--- config.mk ---
export PLATFORM = sky130hd
export DESIGN_NAME = sa8_child_scheduler
export DESIGN_NICKNAME = d
export VERILOG_FILES = /design/src/rtl/sa8_sched_pkg.sv /design/src/rtl/sa8_rr_pick.sv /design/src/rtl/sa8_child_scheduler.sv
export SDC_FILE = /design/constraint.sdc
export NUM_CORES = 1
export LEC_CHECK = 0
export ABC_AREA = 1
export CORE_MARGIN = 1.5
export CORE_UTILIZATION = 50
export CTS_CLUSTER_SIZE = 10
export DETAILED_ROUTE_END_ITERATION = 16
export PLACE_DENSITY = 0.77
export SETUP_SLACK_MARGIN = 0.5
export SLEW_MARGIN = 20
export SYNTH_ARGS = -nofsm -noshare
export SYNTH_HDL_FRONTEND = slang
export SYNTH_HIERARCHICAL = 1
export SYNTH_SLANG_ARGS = --single-unit
--- constraint.sdc ---
create_clock -name clk -period 3.7 [get_ports clk]
set_input_delay 0.555 -clock clk [delete_from_list [all_inputs] [get_ports clk]]
set_output_delay 0.555 -clock clk [all_outputs]
set_load 0.02 [all_outputs]
--- src/rtl/sa8_sched_pkg.sv ---
// Shared types, defaults and helpers for the sa8 child scheduler.
// Optional hold timeout is enabled by defining SA8_SCHED_TIMEOUT_EN.
package sa8_sched_pkg;

    localparam int unsigned N_REQ_DEFAULT    = 5;
    localparam int unsigned HOLD_MAX_DEFAULT = 16;

    typedef enum logic [1:0] {
        StIdle,
        StGrant,
        StGap
    } sched_state_e;

    // Wide enough for any supported requester count; callers truncate.
    function automatic logic [31:0] onehot_of(input int unsigned idx);
        return 32'd1 << idx;
    endfunction

endpackage

--- src/rtl/sa8_rr_pick.sv ---
// Combinational round-robin picker: first set request at or after ptr, wrapping.
// Rotates req down by ptr, priority-encodes the lowest bit, then rotates the index back.
module sa8_rr_pick #(
    parameter int unsigned N_REQ = 5,
    parameter int unsigned IDX_W = 3
) (
    input  logic [N_REQ-1:0] req,
    input  logic [IDX_W-1:0] ptr,
    output logic             valid,
    output logic [IDX_W-1:0] winner
);

    logic [N_REQ-1:0] req_rot;
    logic [IDX_W:0]   rot_idx;
    logic [IDX_W-1:0] enc;
    logic [IDX_W:0]   sum;

    always_comb begin
        rot_idx = '0;
        req_rot = '0;
        for (int i = 0; i < N_REQ; i++) begin
            rot_idx = (IDX_W+1)'(i) + {1'b0, ptr};
            if (rot_idx >= (IDX_W+1)'(N_REQ)) begin
                rot_idx = rot_idx - (IDX_W+1)'(N_REQ);
            end
            req_rot[i] = req[rot_idx[IDX_W-1:0]];
        end

        enc = '0;
        for (int i = N_REQ - 1; i >= 0; i--) begin
            if (req_rot[i]) begin
                enc = IDX_W'(i);
            end
        end

        sum = {1'b0, enc} + {1'b0, ptr};
        if (sum >= (IDX_W+1)'(N_REQ)) begin
            sum = sum - (IDX_W+1)'(N_REQ);
        end

        winner = sum[IDX_W-1:0];
        valid  = |req;
    end

endmodule

--- src/rtl/sa8_child_scheduler.sv ---
// Round-robin grant scheduler for the five level-8 sibling children.
// Define SA8_SCHED_TIMEOUT_EN to bound each grant to HOLD_MAX cycles.
module sa8_child_scheduler
    import sa8_sched_pkg::*;
#(
    parameter int unsigned  N_REQ    = N_REQ_DEFAULT,
    parameter int unsigned  HOLD_MAX = HOLD_MAX_DEFAULT,
    localparam int unsigned IDX_W    = (N_REQ > 1) ? $clog2(N_REQ) : 1
) (
    input  logic             clk,
    input  logic             rst_n,
    input  logic [N_REQ-1:0] req_i,
    input  logic [N_REQ-1:0] done_i,
    output logic [N_REQ-1:0] gnt_o,
    output logic [IDX_W-1:0] gnt_id_o,
    output logic             busy_o,
    output logic             timeout_o
);

    if (HOLD_MAX < 2 || HOLD_MAX > 255) begin : g_hold_max_check
        $error("sa8_child_scheduler: HOLD_MAX must be in 2..255");
    end

    sched_state_e     state_q, state_d;
    logic [IDX_W-1:0] ptr_q, ptr_d;
    logic [N_REQ-1:0] gnt_q, gnt_d;
    logic [IDX_W-1:0] gnt_id_q, gnt_id_d;
    logic             busy_q, busy_d;
    logic             timeout_q, timeout_d;

    logic             pick_valid;
    logic [IDX_W-1:0] pick_idx;
    logic             released;
    logic             hold_expired;

    sa8_rr_pick #(
        .N_REQ (N_REQ),
        .IDX_W (IDX_W)
    ) u_pick (
        .req    (req_i),
        .ptr    (ptr_q),
        .valid  (pick_valid),
        .winner (pick_idx)
    );

`ifdef SA8_SCHED_TIMEOUT_EN
    logic [7:0] hold_cnt_q, hold_cnt_d;

    assign hold_expired = (state_q == StGrant) && (hold_cnt_q == 8'(HOLD_MAX - 1));

    // Cleared while idle so a fresh grant always starts counting from zero.
    always_comb begin
        hold_cnt_d = hold_cnt_q;
        if (state_q == StIdle) begin
            hold_cnt_d = '0;
        end else if (state_q == StGrant && hold_cnt_q != 8'(HOLD_MAX - 1)) begin
            hold_cnt_d = hold_cnt_q + 8'd1;
        end
    end

    always_ff @(posedge clk) begin
        if (!rst_n) begin
            hold_cnt_q <= '0;
        end else begin
            hold_cnt_q <= hold_cnt_d;
        end
    end
`else
    assign hold_expired = 1'b0;
`endif

    always_comb begin
        state_d   = state_q;
        ptr_d     = ptr_q;
        gnt_d     = gnt_q;
        gnt_id_d  = gnt_id_q;
        busy_d    = busy_q;
        timeout_d = 1'b0;
        released  = done_i[gnt_id_q] | ~req_i[gnt_id_q];

        unique case (state_q)
            StIdle: begin
                if (pick_valid) begin
                    state_d  = StGrant;
                    gnt_d    = N_REQ'(onehot_of(32'(pick_idx)));
                    gnt_id_d = pick_idx;
                    busy_d   = 1'b1;
                end
            end
            StGrant: begin
                if (released || hold_expired) begin
                    state_d   = StGap;
                    gnt_d     = '0;
                    busy_d    = 1'b0;
                    ptr_d     = (gnt_id_q == IDX_W'(N_REQ - 1)) ? '0 : gnt_id_q + IDX_W'(1);
                    // A release on the final hold cycle is not a revocation.
                    timeout_d = hold_expired & ~released;
                end
            end
            StGap: begin
                state_d = StIdle;
            end
            default: begin
                state_d = StIdle;
            end
        endcase
    end

    always_ff @(posedge clk) begin
        if (!rst_n) begin
            state_q   <= StIdle;
            ptr_q     <= '0;
            gnt_q     <= '0;
            gnt_id_q  <= '0;
            busy_q    <= 1'b0;
            timeout_q <= 1'b0;
        end else begin
            state_q   <= state_d;
            ptr_q     <= ptr_d;
            gnt_q     <= gnt_d;
            gnt_id_q  <= gnt_id_d;
            busy_q    <= busy_d;
            timeout_q <= timeout_d;
        end
    end

    assign gnt_o     = gnt_q;
    assign gnt_id_o  = gnt_id_q;
    assign busy_o    = busy_q;
    assign timeout_o = timeout_q;

endmodule

**Run 1: placed cells, one colour a class**

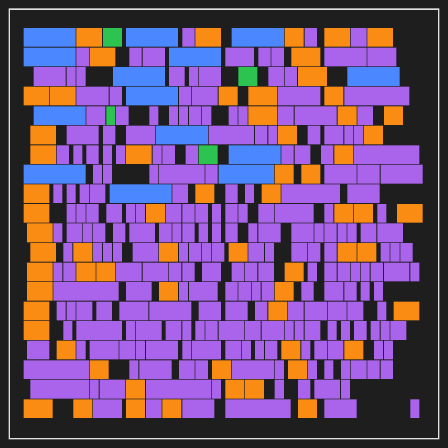
colour	class	cells	share of their area
purple	remaining logic cells	240	65%
orange	remaining buffers and delay cells	64	22%
green	clock drivers and dummy loads	4	1.1%
blue	registers	14	12%
share of the core filled with cells: 83.4%
Seq/total area: 11.4%
finished layout cell area: 0.00254 mm^2
core footprint: 0.00305 mm^2
number of placement rows: 20

**Run 1: local utilization**

12 x 12 tiles, from black (low) to pale yellow (high), 0 to 100% covered.
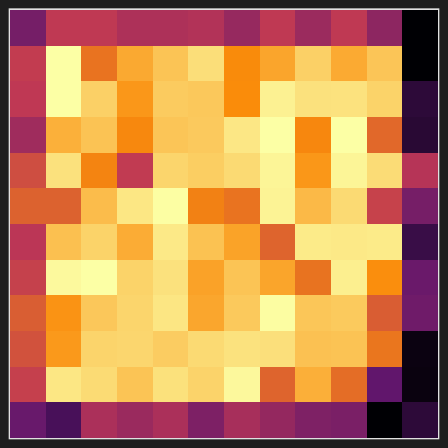
densest ninth of the die	middle
nearly empty tiles	2.1%
fullest tile	100%
tiles over 75% full	57%
mean over tiles	70%
emptiest ninth of the die	bottom right
core utilization before placement: 52.4%

**Run 1: register map, names as in the netlist**

Other sequential cells in the stronger grey, the rest of the logic in the fainter grey.
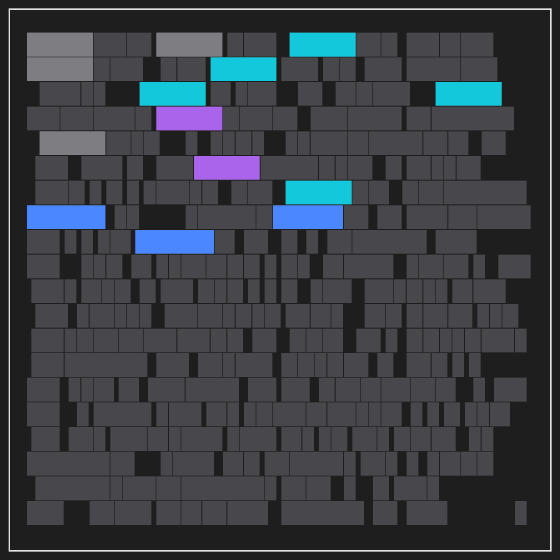
colour	signal	sequential cells
cyan	gnt_o	5
blue	ptr_q	3
purple	state_q	2
not coloured	4
power dissipated in sequential cells: 0.251 mW
Reg area: 289 um^2

==> run summary, run 1 <==
run metrics: run status complete, but fails checks, failing checks negative setup slack, wire length of the first global-routing pass between 7000 and 8000 um, fraction of registers with async set/reset 0%, fraction of final layout cells sized beyond drive strength 1 approximately 40%, Clock Skews approximately 0.0081 ns, H-Tree Level Count 1, Gate Count Post-Synth around 260, via count slightly above 2000, number of buffers inserted during clock tree synthesis 3, flops out of synthesis 14, worst endpoint data arrival time 4.16 ns, end of the worst register-to-register path gnt_o[3], depth of the most critical reg-to-reg path 28, PwrDens ~1100 mW/mm^2, wire length after detailed routing around 5400 um, number of cells on the critical path 28, initial antenna violation count 0, cell count listed in synth_stat.txt 258, Area after DPL ~0.0021 mm^2, Post-DP HPWL around 3300 um, cell with the biggest individual delay on the critical path dfxtp_4, clock tree from TritonCTS yes, syn_nets ~290, hold_buf cts 0, Worst Setup Slack post-DPL -0.123 ns, critical path required time approximately 4 ns, number of clock sinks 14, via count of the first global-routing pass between 1500 and 2000, time the worst path needs with I/O delays and setup between 3 and 4 ns, crit path setup slack, layout -0.240 ns, Final Slew Violations 0, leading post-synthesis cells by cell area dfxtp_1 18%, nand3_1 16%, nand2_1 16%, ha_1 12%, inv_1 7.0%, drt initial violations 127, type of destination of the critical path flop, Hold Path Cell Cnt 2, number of nets at the end of the flow roughly 350, biggest cell delay along the critical path 0.38 ns, final worst path period share 106%, number of buffers inserted by port buffering 20, number of top-level design ports 22, kind of start point of the critical path flop, overall routing resource usage between 20% and 30%, Root Driver clkbuf_4, share of the yosys chip area belonging to registers between 10% and 20%, largest voltage drop on the vdd net ~0.55 mV, number of max-cap violations 0, antenna viol nets, final 0, kind of critical path reg2reg, reg-to-reg startpoint ptr_q[0], path class of the lowest-slack min-delay path reg2reg, post-route total power approximately 2.8 mW, die span in x around 60 um, endpoints failing hold 0, number of unique standard cell types used by synthesis 32, most used flip-flop cell after synthesis dfxtp_1, area share of the leading cell type in the synthesized netlist between 15 and 20%, clock tree buffer depth 2, most repeated cell in the gate-level netlist after synthesis nand2_1, hold endpoint busy_o, drt wl/cell between 10 and 15 um, largest net degree at the start of global routing 12, clock input transition at the sequential cells of the worst setup and hold paths about 0.090 ns, hold_sp busy_o, critical path capture point gnt_o[3], RePlAce Congestion 0.975, highest-count cells in the layout ignoring fill and taps 53 x nand2_1, 40 x nand3_1, 39 x buf_4, 24 x inv_1, 20 x clkdlybuf4s50_1, number of vias per cell between 5 and 6, area growth from synthesis to layout 59.0%, number of search-and-repair iterations in the first detailed-routing pass 6, number of setup violations in the final report 8, Die Footprint 0.00355 mm^2, ANT cells 0
-- run 1: layer usage --
layer | part of all wire (%) | track usage [%] | up-vias | wire length [um]
li1 | - | - | 986 | -
met1 | 43 | 37.8 | 945 | 2300
met2 | 48 | 46.2 | 108 | 2560
met3 | 7.1 | 3.06 | 16 | 379
met4 | 2.4 | 9.21 | 0 | 131
met5 | 0 | 0 | - | 0
-- run 1: tightest hold or removal path: stages, from the launching register on --
cell     delay, ns
dfxtp_1       0.32
nand2_1       0.06
a21oi_1       0.05
-- run 1: registers in the layout (all words and copies together), names as in the netlist --
signal    count
gnt_o         5
state_q       2
busy_o        1
gnt_id_o      3
ptr_q         3
-- run 1: cells by family (layout without fill, tap and decap cells) --
logic type	count (synthesis)	after routing	synth area share [%]
other	1	1	0.234
buffers and inverters	39	103	10.0
and+or+nand+nor	152	152	44.5
xor gates and xnor gates	5	5	3.21
adders and majority gates	17	17	14.2
AOI/OAI and AO/OA	30	30	10.3
DFF	14	14	17.5
-- run 1: stage by stage --
step                hold WS [ns]  setup TNS, ns  utilization [%]  instances
floorplan                  0.514              0                -        258
global placement           0.452        -0.0371             67.8        342
detailed placement         0.466         -0.572             67.8        342
CTS                        0.478         -0.156             77.1        361
global route               0.490          -2.80             83.4        366
finish                     0.474          -1.35             83.4        366
-- run 1: repair_timing --
action,in CTS,in global routing
resized,34,38
endpoints found under the setup margin,8,8
pin swaps,17,19
setup buffers,15,5
-- run 1: area by class of cell --
class                      instances  area (um^2)
multi-input combinational        205         1480
timing repair buffer              64          549
fill                             196          508
sequential                        14          289
inverter                          35          145
tap                               44         55.1
clock buffer                       4         26.3
-- run 1: power by group --
part           switching (mW)  leakage [nW]  internal (mW)
combinational            1.29          1.05           1.12
sequential             0.0537         0.117          0.198
clock                  0.0550        0.0150         0.0420
total                    1.40          1.18           1.36
## Run 2: what changed since run 1
clock period = 3.2 ns   (was 3.7 ns; I/O delays follow)
==> run summary, run 2 <==
run metrics: number of nets at the end of the flow 359 (+2.0%), failing checks negative setup slack, number of placement rows 20 (unchanged), post-route total power 2.78 mW (+0.59%), area growth from synthesis to layout 57.3%, PwrDens 1100 mW/mm^2 (+1.7%), finished layout cell area 0.00252 mm^2 (-1.1%), number of buffers inserted during clock tree synthesis 3 (unchanged), Area after DPL 0.00219 mm^2 (+5.8%), kind of critical path reg2reg, total instance count after detailed placement 358 (+4.7%), crit path setup slack, layout -0.658 ns (-0.418 ns), most used flip-flop cell after synthesis dfxtp_1, clock input transition at the sequential cells of the worst setup and hold paths 0.09 ns (about the same), syn_nets 287 (unchanged), drt wl/cell 13.1 um (-11%), fraction of registers with async set/reset 0% (unchanged), H-Tree Level Count 1 (unchanged), run status complete, but fails checks, path class of the lowest-slack min-delay path reg2reg, power in combinational cells 2.39 mW (about the same), number of max-cap violations 0 (unchanged), overall routing resource usage 27.3% (-0.61 points), filler cell count 214 (+9.2%), number of setup violations in the final report 8 (unchanged), core footprint 0.00305 mm^2 (unchanged), Cell Int Power 1.37 mW (+0.78%), Root Driver clkbuf_4, Worst Setup Slack post-DPL -0.652 ns (-0.529 ns), hold_sp busy_o, flops out of synthesis 14 (unchanged), number of unique standard cell types used by synthesis 32 (unchanged), number of top-level design ports 22 (unchanged), core utilization before placement 52.4% (unchanged), Post-DP HPWL 3500 um (+4.6%)
-- run 2: metal layers --
layer,up-vias,part of all wire (%),GRT usage [%]
li1,989,-,-
met1,932,46,38.5
met2,51,49,45.4
met3,6,4.5,2.84
met4,0,0.74,5.40
met5,-,0,0
-- run 2: critical path, cell delays in order, from the launching register on --
cell      delay [ns]
dfxtp_4         0.41
ha_4            0.14
inv_2           0.04
fa_2            0.37
inv_4           0.09
nand2_4         0.08
nand2_4         0.10
nand3_1         0.10
nand3_2         0.11
nand3_2         0.08
nand2_2         0.09
nand2_2         0.06
a21oi_2         0.13
ha_2            0.20
fa_1            0.44
inv_2           0.13
ha_4            0.14
inv_2           0.03
nor2_2          0.09
o211ai_1        0.08
buf_4           0.17
buf_6           0.12
a21oi_4         0.18
nand3_2         0.08
nor2_1          0.10
nand2_1         0.06
a21oi_1         0.13
-- run 2: repair_timing --
item,CTS,global route
pin swaps,11,22
setup endpoints to repair,8,8
hold buffers,0,0
resized,19,35
setup buffers,7,4
-- run 2: cells by family after synthesis --
family	share of synthesized area, %
AND/OR/NAND/NOR	44.5
buffers and inverters	10.0
AND-OR/OR-AND	10.3
adder cells (fa/ha/maj)	14.2
flip-flops	17.5
XOR/XNOR	3.21
other	0.234
-- run 2: worst paths after layout --
| kind | to | cells past startpoint |
|---|---|---|
| max | gnt_o[3] | 26 |
| max reg2reg | gnt_o[3] | 26 |
| min reg2reg | busy_o | 2 |
| min | busy_o | 2 |
-- run 2: area by class of cell --
| cell class | instances | share of cell area (%) |
|---|---|---|
| Tap cell | 44 | 2.19 |
| Inverter | 35 | 5.67 |
| Clock inverter | 1 | 0.149 |
| Timing Repair Buffer | 71 | 23.9 |
| Clock buffer | 3 | 0.895 |
| Sequential cell | 14 | 11.5 |
| Multi-Input combinational cell | 205 | 55.7 |
**Run 2: register map, names as in the netlist**

Other sequential cells in the stronger grey, the rest of the logic in the fainter grey.
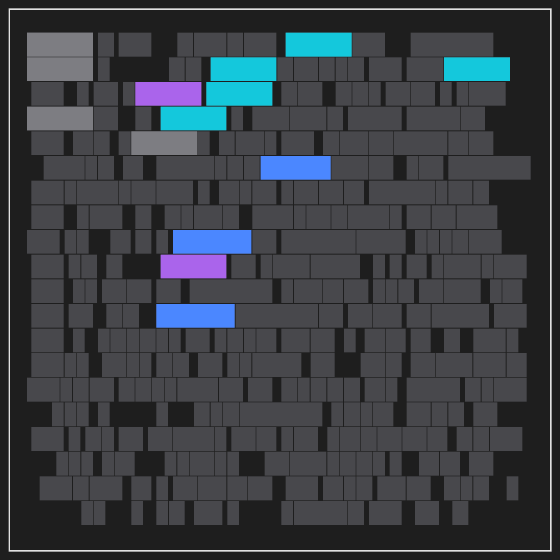
colour	signal	sequential cells
purple	state_q	2
cyan	gnt_o	5
blue	ptr_q	3
share of the core filled with cells: 82.5%
Seq/total area: 11.5%

**Run 2: local utilization**

12 x 12 tiles, from black (low) to pale yellow (high), 0 to 100% covered.
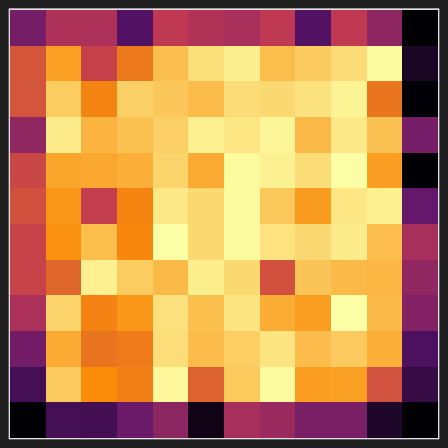
nearly empty tiles	3.5%
tiles over 75% full	58%
densest ninth of the die	middle
mean over tiles	69%

Power and IR drop assume default switching activity.
